Figure 1. M2 wires (run 1).
Drawn at 4 px/um.
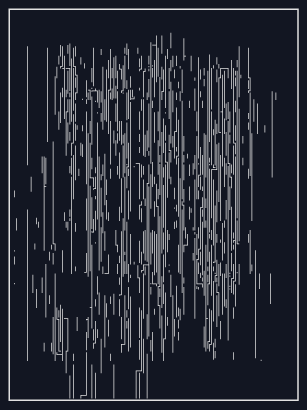
Figure 2. Pin placement (run 1).
Drawn at 4 px/um. Pins as bars across the die edge, other pins in gray.
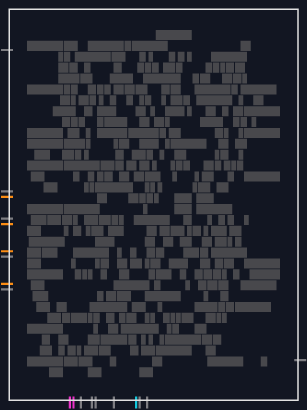
Figure 3. Wires at chosen ports, followed through buffers (run 1).
Drawn at 3 px/um.
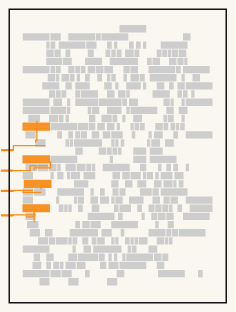
[config.mk]
export PLATFORM = sky130hd
export DESIGN_NAME = door_lock_controller
export DESIGN_NICKNAME = d
export VERILOG_FILES = /design/src/rtl/door_lock_pkg.sv /design/src/rtl/lock_timer.sv /design/src/rtl/door_lock_controller.sv
export SDC_FILE = /design/constraint.sdc
export NUM_CORES = 1
export LEC_CHECK = 0
export ABC_AREA = 0
export CAP_MARGIN = 20
export CORE_ASPECT_RATIO = 1.4
export CORE_MARGIN = 4
export CORE_UTILIZATION = 45
export CTS_BUF_LIST = sky130_fd_sc_hd__clkbuf_8 sky130_fd_sc_hd__clkbuf_16
export CTS_CLUSTER_SIZE = 10
export DETAILED_ROUTE_END_ITERATION = 10
export GPL_TIMING_DRIVEN = 0
export SYNTH_ARGS = -nofsm -noshare
export SYNTH_HDL_FRONTEND = slang
export SYNTH_HIERARCHICAL = 1
export SYNTH_SLANG_ARGS = --single-unit
[constraint.sdc]
create_clock -name clk -period 2.55 [get_ports clk]
set_input_delay 0.51 -clock clk [delete_from_list [all_inputs] [get_ports clk]]
set_output_delay 0.51 -clock clk [all_outputs]
set_load 0.01 [all_outputs]
[src/rtl/door_lock_pkg.sv]
// Shared types and constants for the door lock controller.
package door_lock_pkg;

  typedef enum logic [1:0] {
    IDLE     = 2'd0,
    UNLOCKED = 2'd1,
    OPEN     = 2'd2,
    LOCKOUT  = 2'd3
  } door_state_t;

  localparam int ID_W = 4;
  localparam logic [ID_W-1:0] NO_USER_ID = 4'd0;

  function automatic int max3(input int a, input int b, input int c);
    int m;
    m = (a > b) ? a : b;
    return (m > c) ? m : c;
  endfunction

endpackage

[src/rtl/lock_timer.sv]
// Loadable down-counter shared by all timed states; holds at zero once expired.
module lock_timer #(
  parameter int W = 8
) (
  input  logic         clk,
  input  logic         reset_n,
  input  logic         load,
  input  logic [W-1:0] load_val,
  input  logic         run,
  output logic         expire
);

  logic [W-1:0] count;

  always_ff @(posedge clk or negedge reset_n) begin
    if (!reset_n)                   count <= '0;
    else if (load)                  count <= load_val;
    else if (run && count != '0)    count <= count - W'(1);
  end

  assign expire = run && (count == '0);

endmodule

[src/rtl/door_lock_controller.sv]
// Door strike / sensor supervisor fed by access verdicts over valid/ready.
// Optional build macro: FORCED_ENTRY_ALARM_EN (door opening while locked raises a sticky alarm).
module door_lock_controller
  import door_lock_pkg::*;
#(
  parameter int UNLOCK_CYCLES  = 50_000_000,
  parameter int AJAR_CYCLES    = 500_000_000,
  parameter int LOCKOUT_CYCLES = 1_500_000_000,
  parameter int MAX_FAILS      = 3
) (
  input  logic                             clk,
  input  logic                             reset_n,
  input  logic                             req_valid,
  output logic                             req_ready,
  input  logic                             req_grant,
  input  logic [ID_W-1:0]                  req_id,
  input  logic                             door_open,
  output logic                             unlock,
  output logic                             alarm,
  output logic                             locked_out,
  output logic [$clog2(MAX_FAILS+1)-1:0]   fail_count,
  output logic [ID_W-1:0]                  last_id
);

  localparam int FC_W    = $clog2(MAX_FAILS + 1);
  localparam int TMR_MAX = max3(UNLOCK_CYCLES, AJAR_CYCLES, LOCKOUT_CYCLES);
  localparam int TMR_W   = (TMR_MAX > 1) ? $clog2(TMR_MAX) : 1;

  door_state_t      state, state_nxt;
  logic [FC_W-1:0]  fail_nxt;
  logic [ID_W-1:0]  id_nxt;
  logic             tmr_load, tmr_run, tmr_expire, ajar, accept;
  logic [TMR_W-1:0] tmr_val;

  assign accept  = req_valid && req_ready;
  assign tmr_run = (state != IDLE);

  lock_timer #(.W(TMR_W)) u_timer (
    .clk      (clk),
    .reset_n  (reset_n),
    .load     (tmr_load),
    .load_val (tmr_val),
    .run      (tmr_run),
    .expire   (tmr_expire)
  );

  always_ff @(posedge clk or negedge reset_n) begin
    if (!reset_n) begin
      state      <= IDLE;
      fail_count <= '0;
      last_id    <= NO_USER_ID;
    end else begin
      state      <= state_nxt;
      fail_count <= fail_nxt;
      last_id    <= id_nxt;
    end
  end

  always_comb begin
    state_nxt  = state;
    fail_nxt   = fail_count;
    id_nxt     = last_id;
    tmr_load   = 1'b0;
    tmr_val    = '0;
    req_ready  = (state == IDLE);
    unlock     = (state == UNLOCKED);
    locked_out = (state == LOCKOUT);
    case (state)
      IDLE: if (req_valid) begin
        if (req_grant) begin
          state_nxt = UNLOCKED;
          id_nxt    = req_id;
          fail_nxt  = '0;
          tmr_load  = 1'b1;
          tmr_val   = TMR_W'(UNLOCK_CYCLES - 1);
        end else begin
          if (fail_count != FC_W'(MAX_FAILS)) fail_nxt = fail_count + FC_W'(1);
          if (fail_nxt == FC_W'(MAX_FAILS)) begin
            state_nxt = LOCKOUT;
            tmr_load  = 1'b1;
            tmr_val   = TMR_W'(LOCKOUT_CYCLES - 1);
          end
        end
      end
      // Door opening takes priority over a simultaneous unlock-window expiry.
      UNLOCKED: if (door_open) begin
        state_nxt = OPEN;
        tmr_load  = 1'b1;
        tmr_val   = TMR_W'(AJAR_CYCLES - 1);
      end else if (tmr_expire) begin
        state_nxt = IDLE;
      end
      OPEN: if (!door_open) state_nxt = IDLE;
      LOCKOUT: if (tmr_expire) begin
        state_nxt = IDLE;
        fail_nxt  = '0;
      end
      default: state_nxt = IDLE;
    endcase
  end

  // Timer parks at zero in OPEN, so the ajar alarm holds until the door closes.
  assign ajar = (state == OPEN) && tmr_expire;

`ifdef FORCED_ENTRY_ALARM_EN
  logic forced;

  always_ff @(posedge clk or negedge reset_n) begin
    if (!reset_n)                 forced <= 1'b0;
    else if (accept && req_grant) forced <= 1'b0;
    else if (door_open && (state == IDLE || state == LOCKOUT)) forced <= 1'b1;
  end

  assign alarm = ajar | forced;
`else
  logic unused_accept;
  assign unused_accept = accept;
  assign alarm = ajar;
`endif

endmodule
==> COMMIT_EDITMSG, run 1 <==
Update PnR metrics after Yosys + OpenROAD run

- The flow ran to the end, but the final reports show violations.
- The final reports fail on setup timing.
- Measured on the final layout, buffering overhead outside the clock network stands at 11.2%.
- Entering global routing, the biggest net connects 40 pins.
- Critical path fanouts, max: 4
- The number of global-route vias before repair came to 2,384.
- After synthesis, the design contains 286 cells according to Yosys.
- Arrival time worst endpoint: 2.04 ns
- Number of flip-flops and latches in the synthesized netlist: 39
- Crit path max-delay cell type: sky130_fd_sc_hd__dfrtp_2
- The worst setup path is launched from a flip-flop.
- In the floorplan report the effective utilization is 46.5%.
* Logic share of the area: 50.5%
* Highest cell delay on the worst timing path: 0.45 ns
* Total Wirelength: 7.12 mm
* Clock-pin slew on the worst setup and hold paths: 0.08 ns
- For reference, the critical path is captured by alarm.
- WL/cell: 17.9 um
- Sequential cell area: 981 um2
* Count of filler cells inserted in the layout: 512
- Transition time of the tightest slew-check pin: 0.903 ns
- The detail route stage leaves a number of antenna-violating nets equal to 0.
* # clk buffers: 5
- Drt via density: 6.16
- In this run the tools logged warnings totalling 27.
- Counting pins that exceed their max-slew limit in the final report gives 0.
- CTS Hold Buffers Added: 0
- For this floorplan the total number of well-tap instances is 68.
- Number of design rule violations left after detail routing: 0
- After global routing the overflow that remains totals 0.
- Total Routing Usage GR: 21.6%
- The commonest register cell is sky130_fd_sc_hd__dfrtp_1.
- The critical path crosses 6 cells after its start point.
- The launch point of the worst register-to-register path is recorded as u_timer/count[24].
* Horiz. Die Dim: 71.8 um
* Cell area after synthesis: 2570 um2
* Critical path origin: u_timer/count[24]
- Per the OpenROAD floorplan log, the area of the die is 7000 um2.
- The final timing summary puts the cycle share of the worst path at 100%.
- Of the total power, registers draw 34.0%.
* Cell Type Count: 67
- Total power per unit cell area: 1200 nW/um2
* Total placed cells including tap cells: 373
* Fraction of final layout cells with drive strength greater than 1: 20.4%
- Ranking logic cells in the layout by count gives the top entries sky130_fd_sc_hd__nand2_1, sky130_fd_sc_hd__dfrtp_1, sky130_fd_sc_hd__nand3_1, sky130_fd_sc_hd__buf_4, sky130_fd_sc_hd__clkdlybuf4s50_1.
- Maximum level of the CTS H-tree: 2
- The flow reports that the clock network draws 10.9% of the design power.
- Wire length of the first global-routing pass: 12.1 mm
- Category of the worst setup path capture point: output port
* Multi-input gate count: 229
- Clock network latency to the later pin of the worst-skew pair: 0.29 ns
* R2R Setup Slk: 0.34 ns
- Per-instance average area after synthesis: 8.98 um2
- Pint: 0.00198 W
- The cell sequence reported for the critical path is nor4_4 -> nand4_4 -> or3_4 -> nor2_4 -> and3b_1 -> buf_2.
- Top class by area: combinational gates
- According to the CTS report, the clock sink count is 39.
- Number of enable-type register cells in the synthesized netlist: 0
* Seq share, synth: 38.0%
- Summing all multi-input logic gate instances after layout gives 1560 um2.
* Final worst-path setup slack: -0.00186 ns
* Layout sequential cell count: 39
* Sequential Power: 0.00126 W
- Setup violations remaining at the end of the flow were counted as 1.
- Post-Route Skew: 0.0113 ns
- Net switching power: 0.00172 W
- Utilization of the core after routing: 55.8%
- The tree is rooted in a sky130_fd_sc_hd__clkbuf_8.
* Comb. pwr: 0.00204 W
- Count of max-cap constraint violations: 0
* Cells after synthesis: 286
* Count of antenna diodes in the layout: 0
- Counting I/O delays and the setup requirement, the final critical path takes 2.55 ns.
- Non-CTS inverters: 9
- Logic gate share of total power: 55.1%
* Clock buf/inv share: 2.64%
- The data required time reported for the critical path is 2.04 ns.
- Clock tree from TritonCTS: built
* Buffering stage count on the worst path with inverters included: 1
* Power in the clock group: 0.000404 W
* Highest attainable clock frequency: 392 MHz
- Max Root-Sink Buffers: 2
- Among logic cells in the layout, the one with the most instances is sky130_fd_sc_hd__nand2_1.
* Top pwr grp: combinational logic
* CORE AREA: 5530 um2
- Per the detail_route report, the via count comes to 2,444.
- Classification of the worst-slack hold path: primary input to async pin
- The area recorded from the Yosys report for this design is 2570 um2.
- Number of CTS-inserted buffers: 5
- Number of standard cells in the layout, taps in and fillers out: 397
- Note, the detailed placer reported a final HPWL of 4.82 mm.
- Setup repair after global routing could not meet its margin everywhere.
- The worst pin sits at a relative slew slack of 39.8%.
* Fraction of area in registers: 31.8%
- By startpoint and endpoint, the worst setup path is classified as flip-flop to output port.
- Switching share of total power: 46.5%
- The number of antenna violations at the first check in global routing came to 0.
- Measured along the y axis, the die boundary spans 97.4 um.
- Per STA, the worst path accumulates the most delay in the family simple AND/OR/NAND/NOR gates.
- Count of pins on the block boundary: 19
* Leakage power figure: 1.24 nW
- Row generation in the floorplan step produced 32 rows.
- RR Endpoint: u_timer/count[7]
- Drt first pass iters: 5
- Final net count: 338
- Count of port buffers added during placement: 18
- After layout, the buffer instance count without clock buffers stands at 44.
- Max rail drop VDD: 0.474 mV
* Worst R2R Path Depth: 7
* Weighted congestion at the end of routability-driven global placement: 0.832
About Figure 1:
longest straight run: 47.6 um
wire length on this layer: 3,560 um
main direction: vertical
nets with wire on the layer: 287
share of all routed wire: 50%

About Figure 2:
legend:
  orange:
    port: last_id
    pins: 4
    direction: output
    edge: west
  cyan:
    port: unlock
    pins: 1
    direction: output
    edge: south
  magenta:
    port: fail_count
    pins: 2
    direction: output
    edge: south
all pins by edge: 9 south, 9 west, 1 east

About Figure 3:
legend:
  orange:
    port: last_id
    direction: output
    end_cells: 4
    buffers: 4
    wire: 84.6 um

## run 1: layer usage
| metal | vias up | track usage, % | share of wire (%) | wire length, um |
|---|---|---|---|---|
| met5 | - | 0 | 0 | 0 |
| met4 | 0 | 7.67 | 2.6 | 184 |
| met3 | 17 | 3.62 | 5.4 | 384 |
| met2 | 86 | 35.3 | 50 | 3560 |
| met1 | 1192 | 28.5 | 42 | 2990 |
| li1 | 1149 | - | - | - |
## run 1: registers in the layout, indices dropped and copies added (netlist names)
name / count
state: 2
u_timer/count: 31
fail_count: 2
last_id: 4
## run 1: worst register-to-register path, stage by stage (launching register included)
cell and delay [ns]:
sky130_fd_sc_hd__dfrtp_2 0.45, sky130_fd_sc_hd__nor4_4 0.35, sky130_fd_sc_hd__nand4_4 0.15, sky130_fd_sc_hd__buf_4 0.16, sky130_fd_sc_hd__buf_4 0.15, sky130_fd_sc_hd__o31ai_1 0.54, sky130_fd_sc_hd__xor2_1 0.20, sky130_fd_sc_hd__o21ai_0 0.09
## run 1: repair_timing
| item | CTS | global route |
|---|---|---|
| pin swaps | 6 | 7 |
| buffers inserted | 11 | 6 |
| hold endpoints to repair | 0 | 0 |
| endpoints found under the setup margin | 31 | 28 |
| resized | 23 | 5 |
## run 1: cells in the mapped netlist (all sizes together), types with 2 or more instances
cell type	number	area share [%]
a2111oi	2	1.2
a211oi	3	0.88
a21oi	10	1.9
a22oi	2	0.58
a31o	2	0.68
a31oi	6	1.5
and2	3	0.73
and3	3	0.78
and4	3	1.1
clkbuf	9	1.3
dfrtp	39	38
inv	9	1.3
mux2	4	1.8
mux2i	3	1.2
nand2	42	6.5
nand2b	4	0.97
nand3	17	3.3
nand3b	3	0.88
nand4	6	2.5
nor2	16	2.6
nor2b	4	0.97
nor3	14	4.0
nor3b	5	1.9
nor4	7	2.9
nor4b	3	1.0
o211ai	2	0.58
o21a	2	0.58
o21ai	18	3.5
o311ai	2	0.68
o31ai	5	1.5
or2	2	0.49
or3	5	1.3
or4	6	1.9
xnor2	7	2.4
xor2	2	0.68
## run 1: kinds of logic (layout without fill, tap and decap cells)
kind of cell	Yosys count	count (layout)	share of synthesized area, %
AND/OR/NAND/NOR	147	147	35.5
AND-OR/OR-AND	63	63	17.0
flip-flops	39	39	38.0
buffers and inverters	19	61	2.83
XOR/XNOR	9	9	3.07
multiplexers	7	7	2.92
adder cells (fa/ha/maj)	1	1	0.487
other	1	2	0.146
## run 1: metrics by stage
step / cell area [um2] / setup slack, ns / power [W] / setup TNS [ns] / hold slack, ns
6_report: 3090 / -0.00186 / 0.00371 / -0.00186 / 0.332
5_1_grt: 3090 / -0.0665 / 0.00400 / -0.0665 / 0.409
4_1_cts: 3040 / 0.00409 / 0.00363 / 0 / 0.382
3_5_place_dp: 2830 / -0.990 / 0.00304 / -19.98 / 0.484
3_3_place_gp: 2840 / -0.998 / 0.00302 / -21.45 / 0.472
2_1_floorplan: 2570 / 0.167 / 0.00245 / 0 / 0.214
## Run 2: what changed since run 1
Settings changed: CTS_CLUSTER_SIZE 10 to 14.
Figure 4. M2 wires (run 2).
Drawn at 4 px/um.
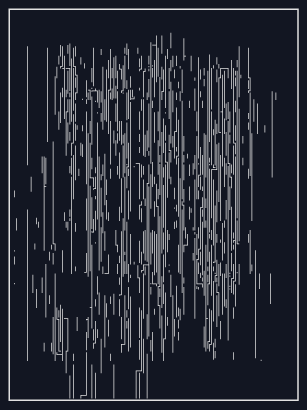
longest straight run: 47.6 um
nets with wire on the layer: 287
share of all routed wire: 50%

==> run 2 against run 1 <==
Net effect:
- the run still ends with setup timing left
- synthesized area stayed put
- clock power hardly changed
- largest cell class unchanged
- cell count stayed put
- largest power group unchanged
==> COMMIT_EDITMSG, run 2 <==
Update PnR metrics after Yosys + OpenROAD run

- Category of the worst setup path capture point: output port
- After synthesis, the largest area contributor takes up 38.0% of total cell area.
- Looking at the critical path, the single cell with the biggest stage delay is sky130_fd_sc_hd__dfrtp_2.
- Count of filler cells inserted in the layout: 512
- The detailed router placed 2,444 vias in this run.
- Number of design rule violations left after detail routing: 0
* Wire length of the first global-routing pass: 12.1 mm
- Highest cell delay on the worst timing path: 0.45 ns
- The number of antenna violations at the first check in global routing was 0.
- Area share of fa/ha/maj cells after synthesis: 0.487%
- Startpoint type of the worst setup path: flip-flop
- After synthesis, the share of cell area in mux cells is 2.92%.
- Critical path fanouts, max: 4
- At the pin with the least slew margin, the transition time is 0.903 ns.
- The gate-level netlist out of Yosys references 67 unique cell types.
- Pin count of the biggest net entering global routing: 40
* Outcome: finished, violations left
- The routed design has 7.12 mm of wire.
* Drt first pass iters: 5
- In this run the cell area of the synthesized design comes to 2570 um2.
* Count of pins on the block boundary: 19
- Count of max-cap constraint violations: 0
- Most frequent logic cell in the layout: sky130_fd_sc_hd__nand2_1
- Fin area: 3090 um2
- Per the layout area report, the combinational gate area comes to 1560 um2.
- Total global routing overflow: 0
- Buffering stage count on the worst path with inverters included: 1
* Total number of warnings across the stage logs: 27
- Number of standard cells in the layout, taps in and fillers out: 397
- Leading cell types in the layout, fill and taps excluded: sky130_fd_sc_hd__nand2_1, sky130_fd_sc_hd__dfrtp_1, sky130_fd_sc_hd__nand3_1, sky130_fd_sc_hd__buf_4, sky130_fd_sc_hd__clkdlybuf4s50_1
- Per the synthesis report, the dominant area consumer among library cells is sky130_fd_sc_hd__dfrtp_1.
- Violations in the final reports: setup timing
* Chip height: 97.4 um
- The core region is 5530 um2.
* Max reg flops: 31
* Clock-pin slew on the worst setup and hold paths: 0.08 ns
* Number of enable-type register cells in the synthesized netlist: 0
- Largest delay contributor family on the critical path: simple AND/OR/NAND/NOR gates
* Final worst-path setup slack: -0.00186 ns
- From left edge to right edge, the die measures 71.8 um.
- According to the timing report, the data required time at the worst endpoint equals 2.04 ns.
- CTS Hold Buffers Added: 0
- Unrepaired setup endpoints after global routing: yes
- Ranking of synthesized cells by instance count: sky130_fd_sc_hd__nand2_1, sky130_fd_sc_hd__dfrtp_1, sky130_fd_sc_hd__nand3_1
* Slew Limit Fails: 0
- Tcrit/Tclk final: 100%
- The worst register-to-register path ends at u_timer/count[7].
* Fraction of final layout cells with drive strength greater than 1: 20.4%
* Number of global-route vias before repair: 2,384
- Max Root-Sink Buffers: 2
* Total Routing Usage GR: 21.6%
- The number of antenna diodes in the final layout is 0.
- Fraction of the core area occupied by cells at floorplan: 46.5%
* Final net count: 338
* Instance area after placement: 2830 um2
- Master cell of the clock root buffer: sky130_fd_sc_hd__clkbuf_8
- Remaining number of nets flagged by the antenna check after routing: 0
* Sinks on Clock Net: 39
- Largest regs: u_timer/count: 31 flops, last_id: 4 flops
- The final timing report derives a shortest allowable period of 2.55 ns.
* Number of failing setup endpoints in the final timing report: 1
- The worst hold path belongs to the class primary input to async pin.
Figure 5. Wires at chosen ports, followed through buffers (run 2).
Drawn at 3 px/um.
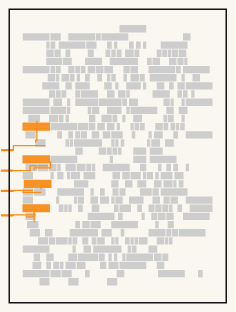
legend:
  orange:
    port: last_id
    direction: output
    end_cells: 4
    buffers: 4
    wire: 84.6 um

[run 2: kinds of logic (layout without fill, tap and decap cells)]
kind of cell / Yosys count / in the layout
compound gates: 63 / 63
xor+xnor: 9 / 9
fa+ha+maj: 1 / 1
buf+inv: 19 / 61
flops: 39 / 39
mux: 7 / 7
other cells: 1 / 2
simple gates: 147 / 147
[run 2: where the power goes]
| part | internal, W | switching [W] | leakage (nW) |
|---|---|---|---|
| sequential | 0.000899 | 0.000361 | 0.469 |
| combinational | 0.000900 | 0.00114 | 0.720 |
| clock | 0.000184 | 0.000220 | 0.0505 |
[run 2: layout make-up]
cell class	instances	area share (%)
plain buffers	9	1.54
clock buffers	5	2.23
clock inverters	3	0.406
inverters	9	1.09
multi-input cells	229	50.5
flip-flops and latches	39	31.8
well taps	68	2.76
repair buffers	35	9.65
[run 2: routing by layer]
layer	track usage [%]	routed length (um)	up-vias
li1	-	-	1149
met1	28.5	2990	1192
met2	35.3	3560	86
met3	3.62	384	17
met4	7.67	184	0
met5	0	0	-
[run 2: worst max-delay path by stage]
stage / end / slack, ns / depth (start not counted)
5_1_grt: alarm / -0.07 / 6
6_report: alarm / -0.002 / 6
2_1_floorplan: alarm / 0.17 / 7
3_5_place_dp: u_timer/count[21] / -0.99 / 9
4_1_cts: alarm / 0.004 / 8
3_3_place_gp: u_timer/count[21] / -1.0 / 9
[run 2: through the flow]
step / TNS (ns) / setup WS [ns]
6_report: -0.00186 / -0.00186
2_1_floorplan: 0 / 0.167
3_5_place_dp: -19.98 / -0.990
3_3_place_gp: -21.45 / -0.998
4_1_cts: 0 / 0.00409
5_1_grt: -0.0665 / -0.0665
[run 2: timing repair]
item / CTS / global route
resized: 23 / 5
endpoints found under the setup margin: 31 / 28
setup buffers: 11 / 6
pin swaps: 6 / 7
## Run 3: what changed since run 2
Settings changed: CTS_BUF_LIST sky130_fd_sc_hd__clkbuf_8 sky130_fd_sc_hd__clkbuf_16 to default, MAX_ROUTING_LAYER from default to met4.
Figure 6. Pin placement (run 3).
Drawn at 4 px/um. Pins as bars across the die edge, other pins in gray.
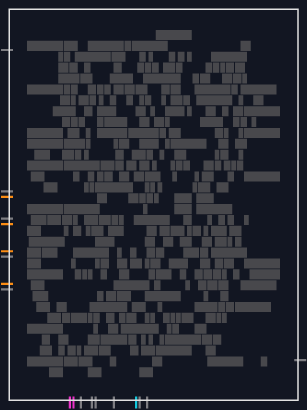
legend:
  orange:
    port: last_id
    pins: 4
    direction: output
    edge: west
  magenta:
    port: fail_count
    pins: 2
    direction: output
    edge: south
  cyan:
    port: unlock
    pins: 1
    direction: output
    edge: south
all pins by edge: 9 south, 9 west, 1 east

==> run 3 against run 2 <==
Net effect:
- the run still ends with setup timing left
- first-iteration DRC count shrank 6.7%
- worst setup slack got worse by 0.0030 ns
- synthesized cell count stayed put
- critical path depth is the same
- critical endpoint unchanged
- largest power group unchanged
- die size unchanged
- total power rose by 0.40%
- largest cell class unchanged
- register-to-register slack barely moved
- clock power is 3% higher
- synthesized area did not move
- critical path type unchanged
- fmax down 0.12%
- cell area did not move
==> COMMIT_EDITMSG, run 3 <==
Update PnR metrics after Yosys + OpenROAD run

- The flow ran to the end, but the final reports show violations.
- The final reports fail on setup timing.
- The first detailed-routing pass took 4 iterations.
* Largest regs: u_timer/count: 31 flops, last_id: 4 flops
- STA lists the maximum fanout along the critical path as 4.
- The flow reports an fmax of 391 MHz.
* Startpoint type of the worst setup path: flip-flop
- The worst register-to-register path ends at u_timer/count[0].
- Per-instance average area after synthesis: 8.98 um2
- Total number of warnings across the stage logs: 27
- Instance area after placement: 2830 um2
- Slew HR: 38.0%
- Fraction of the core area occupied by cells at floorplan: 46.5%
* Total Routing Usage GR: 22.3%
- In the routed layout, each cell is associated on average with a via count of 6.11.
- Post-synth the commonest register cell is sky130_fd_sc_hd__dfrtp_1.
- Remaining number of nets flagged by the antenna check after routing: 0
* Leading cell types in the layout, fill and taps excluded: sky130_fd_sc_hd__nand2_1, sky130_fd_sc_hd__dfrtp_1, sky130_fd_sc_hd__nand3_1, sky130_fd_sc_hd__buf_4, sky130_fd_sc_hd__clkdlybuf4s50_1
* Post-Route Skew: 0.0123 ns
* Count of filler cells inserted in the layout: 512
- After layout, the worst path uses 100% of the clock period.
- From left edge to right edge, the die measures 71.8 um.
- In this run the power density over the cells is 1210 nW/um2.
- R2R Setup Slk: 0.34 ns
- Yosys stat area: 2570 um2
* Die ar.: 7000 um2
- Category of the worst setup path capture point: output port
- In the post-synthesis netlist, the cell with the most instances is sky130_fd_sc_hd__nand2_1.
- Counting only logic cells after layout, the most numerous master is sky130_fd_sc_hd__nand2_1.
- Ranking of synthesized cells by instance count: sky130_fd_sc_hd__nand2_1, sky130_fd_sc_hd__dfrtp_1, sky130_fd_sc_hd__nand3_1
* WL/cell: 18.1 um
* Leakage power figure: 1.23 nW
- Number of cells in Yosys stat: 286
- The tool flagged a number of max-cap violations equal to 0.
- Max Root-Sink Buffers: 2
- Final net count: 338
- Final worst-path setup slack: -0.00483 ns
- Weighted congestion at the end of routability-driven global placement: 0.845
- The worst setup path is of the flip-flop to output port kind.
- Number of design rule violations left after detail routing: 0
- The vertical die dimension reported for this design is 97.4 um.
- The number of antenna violations at the first check in global routing came to 0.
* Maximum level of the CTS H-tree: 2
- The first global-routing pass estimated 12.1 mm of wire.
- The worst register-to-register path depth is 7.
- The routed design could run at a clock period as short as 2.55 ns.
* Number of CTS-inserted buffers: 5
- Clock tree from TritonCTS: built
* Number of enable-type register cells in the synthesized netlist: 0
- Arrival time worst endpoint: 2.04 ns
- STA lists the startpoint of the worst register-to-register path as u_timer/count[24].
- The netlist uses 67 different library cells.
- The floorplan report gives the top-level pin count as 19.
* Clock network latency to the later pin of the worst-skew pair: 0.30 ns
- After legalization and detailed placement, the total HPWL measured 4.82 mm.
- On the final layout, the worst hold slack is 0.340 ns.
* Number of flip-flops and latches in the synthesized netlist: 39
- The clock net in this run drives a total of 39 sinks.
- Most area-consuming cells after synthesis: sky130_fd_sc_hd__dfrtp_1, sky130_fd_sc_hd__nand2_1, sky130_fd_sc_hd__nand3_1
- Clock-pin slew on the worst setup and hold paths: 0.08 ns
- Across the VDD grid, the largest voltage drop is 0.475 mV.
- Fraction of final layout cells with drive strength greater than 1: 20.4%
- At the pin with the least slew margin, the transition time is 0.930 ns.
* Sequential cell area: 981 um2
* Count of port buffers added during placement: 18
* Pin count of the biggest net entering global routing: 40
- The top cell type by area accounts for 38.0% of the synthesized area.
* Fin area: 3090 um2
- Share of flip-flops with an asynchronous set or reset after synthesis: 100%
- Number of failing setup endpoints in the final timing report: 1
- Unrepaired setup endpoints after global routing: yes
- Via count of the routed design: 2,424
- In the final layout, the multi-input gates occupy 1560 um2.
- Seq share, synth: 38.0%
* Total Wirelength: 7.18 mm
* Slew Limit Fails: 0
- The number of global-route vias before repair was 2,383.
- The data required time reported for the critical path is 2.04 ns.
- Master cell of the clock root buffer: sky130_fd_sc_hd__clkbuf_8
* CORE AREA: 5530 um2
- The synthesized netlist occupies a cell area of 2570 um2.
* Total global routing overflow: 0
- Library cell with the largest summed area after synthesis: sky130_fd_sc_hd__dfrtp_1
* Classification of the worst-slack hold path: primary input to async pin
- The largest register by flop count is u_timer/count.
Figure 7. Wires at chosen ports, followed through buffers (run 3).
Drawn at 3 px/um.
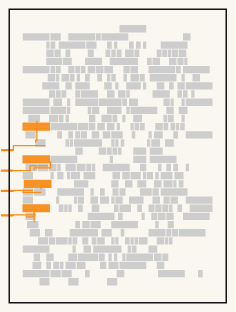
legend:
  orange:
    port: last_id
    direction: output
    end_cells: 4
    buffers: 4
    wire: 84.6 um

[run 3: repair_timing]
action | in CTS | in global routing
cloned | 0 | 0
setup endpoints to repair | 31 | 29
resized | 23 | 5
buffers inserted | 11 | 6
hold buffers | 0 | 0
pin swaps | 6 | 7
[run 3: logic make-up (layout without fill, tap and decap cells)]
family | Yosys count | in the layout | synth area share, %
muxes | 7 | 7 | 2.92
and+or+nand+nor | 147 | 147 | 35.5
AOI/OAI and AO/OA | 63 | 63 | 17.0
other | 1 | 2 | 0.146
buffers and inverters | 19 | 61 | 2.83
xor gates and xnor gates | 9 | 9 | 3.07
adders and majority gates | 1 | 1 | 0.487
DFF | 39 | 39 | 38.0
[run 3: through the flow]
step	power [W]	cells	util [%]	setup TNS (ns)	worst slack [ns]
finish	0.00372	397	55.8	-0.00483	-0.00483
global route	0.00401	397	55.8	-0.0665	-0.0665
CTS	0.00364	392	55.0	0	0.00466
detailed placement	0.00304	373	51.2	-19.98	-0.990
global placement	0.00302	373	51.3	-21.45	-0.998
floorplan	0.00245	287	-	0	0.167
[run 3: power by group]
part           switching (W)  internal [W]  leakage (nW)
clock               0.000224      0.000192        0.0422
sequential          0.000360      0.000898         0.469
combinational        0.00115      0.000900         0.720
total                0.00173       0.00199          1.23
[run 3: layout make-up]
class	count	share of cell area (%)
Multi-Input combinational cell	229	50.5
Sequential cell	39	31.8
Timing Repair Buffer	35	9.65
Tap cell	68	2.76
Clock buffer	7	2.47
Buffer	9	1.54
Inverter	9	1.09
Clock inverter	1	0.162
[run 3: worst max-delay path by stage]
stage / start / to / slack, ns / cells after the start
final: u_timer/count[24] / alarm / -0.005 / 6
after global routing: u_timer/count[24] / alarm / -0.07 / 6
after CTS: u_timer/count[0] / alarm / 0.005 / 8
after detailed placement: req_valid / u_timer/count[21] / -0.99 / 9
after global placement: req_valid / u_timer/count[21] / -1.0 / 9
after floorplan: u_timer/count[0] / alarm / 0.17 / 7
[run 3: metal layers]
metal  wire, um  part of all wire (%)  global-route usage (%)
met1       3060                    43                    28.8
met2       3660                    51                    35.2
met3        351                   4.9                    3.62
met4        106                   1.5                    7.67
met5          0                     0                       -
[run 3: critical path, cell delays in order (launching register included)]
cell	delay, ns
sky130_fd_sc_hd__dfrtp_2	0.45
sky130_fd_sc_hd__nor4_4	0.35
sky130_fd_sc_hd__nand4_4	0.15
sky130_fd_sc_hd__or3_4	0.42
sky130_fd_sc_hd__nor2_4	0.11
sky130_fd_sc_hd__and3b_1	0.15
sky130_fd_sc_hd__buf_2	0.12
Power and IR drop assume default switching activity.
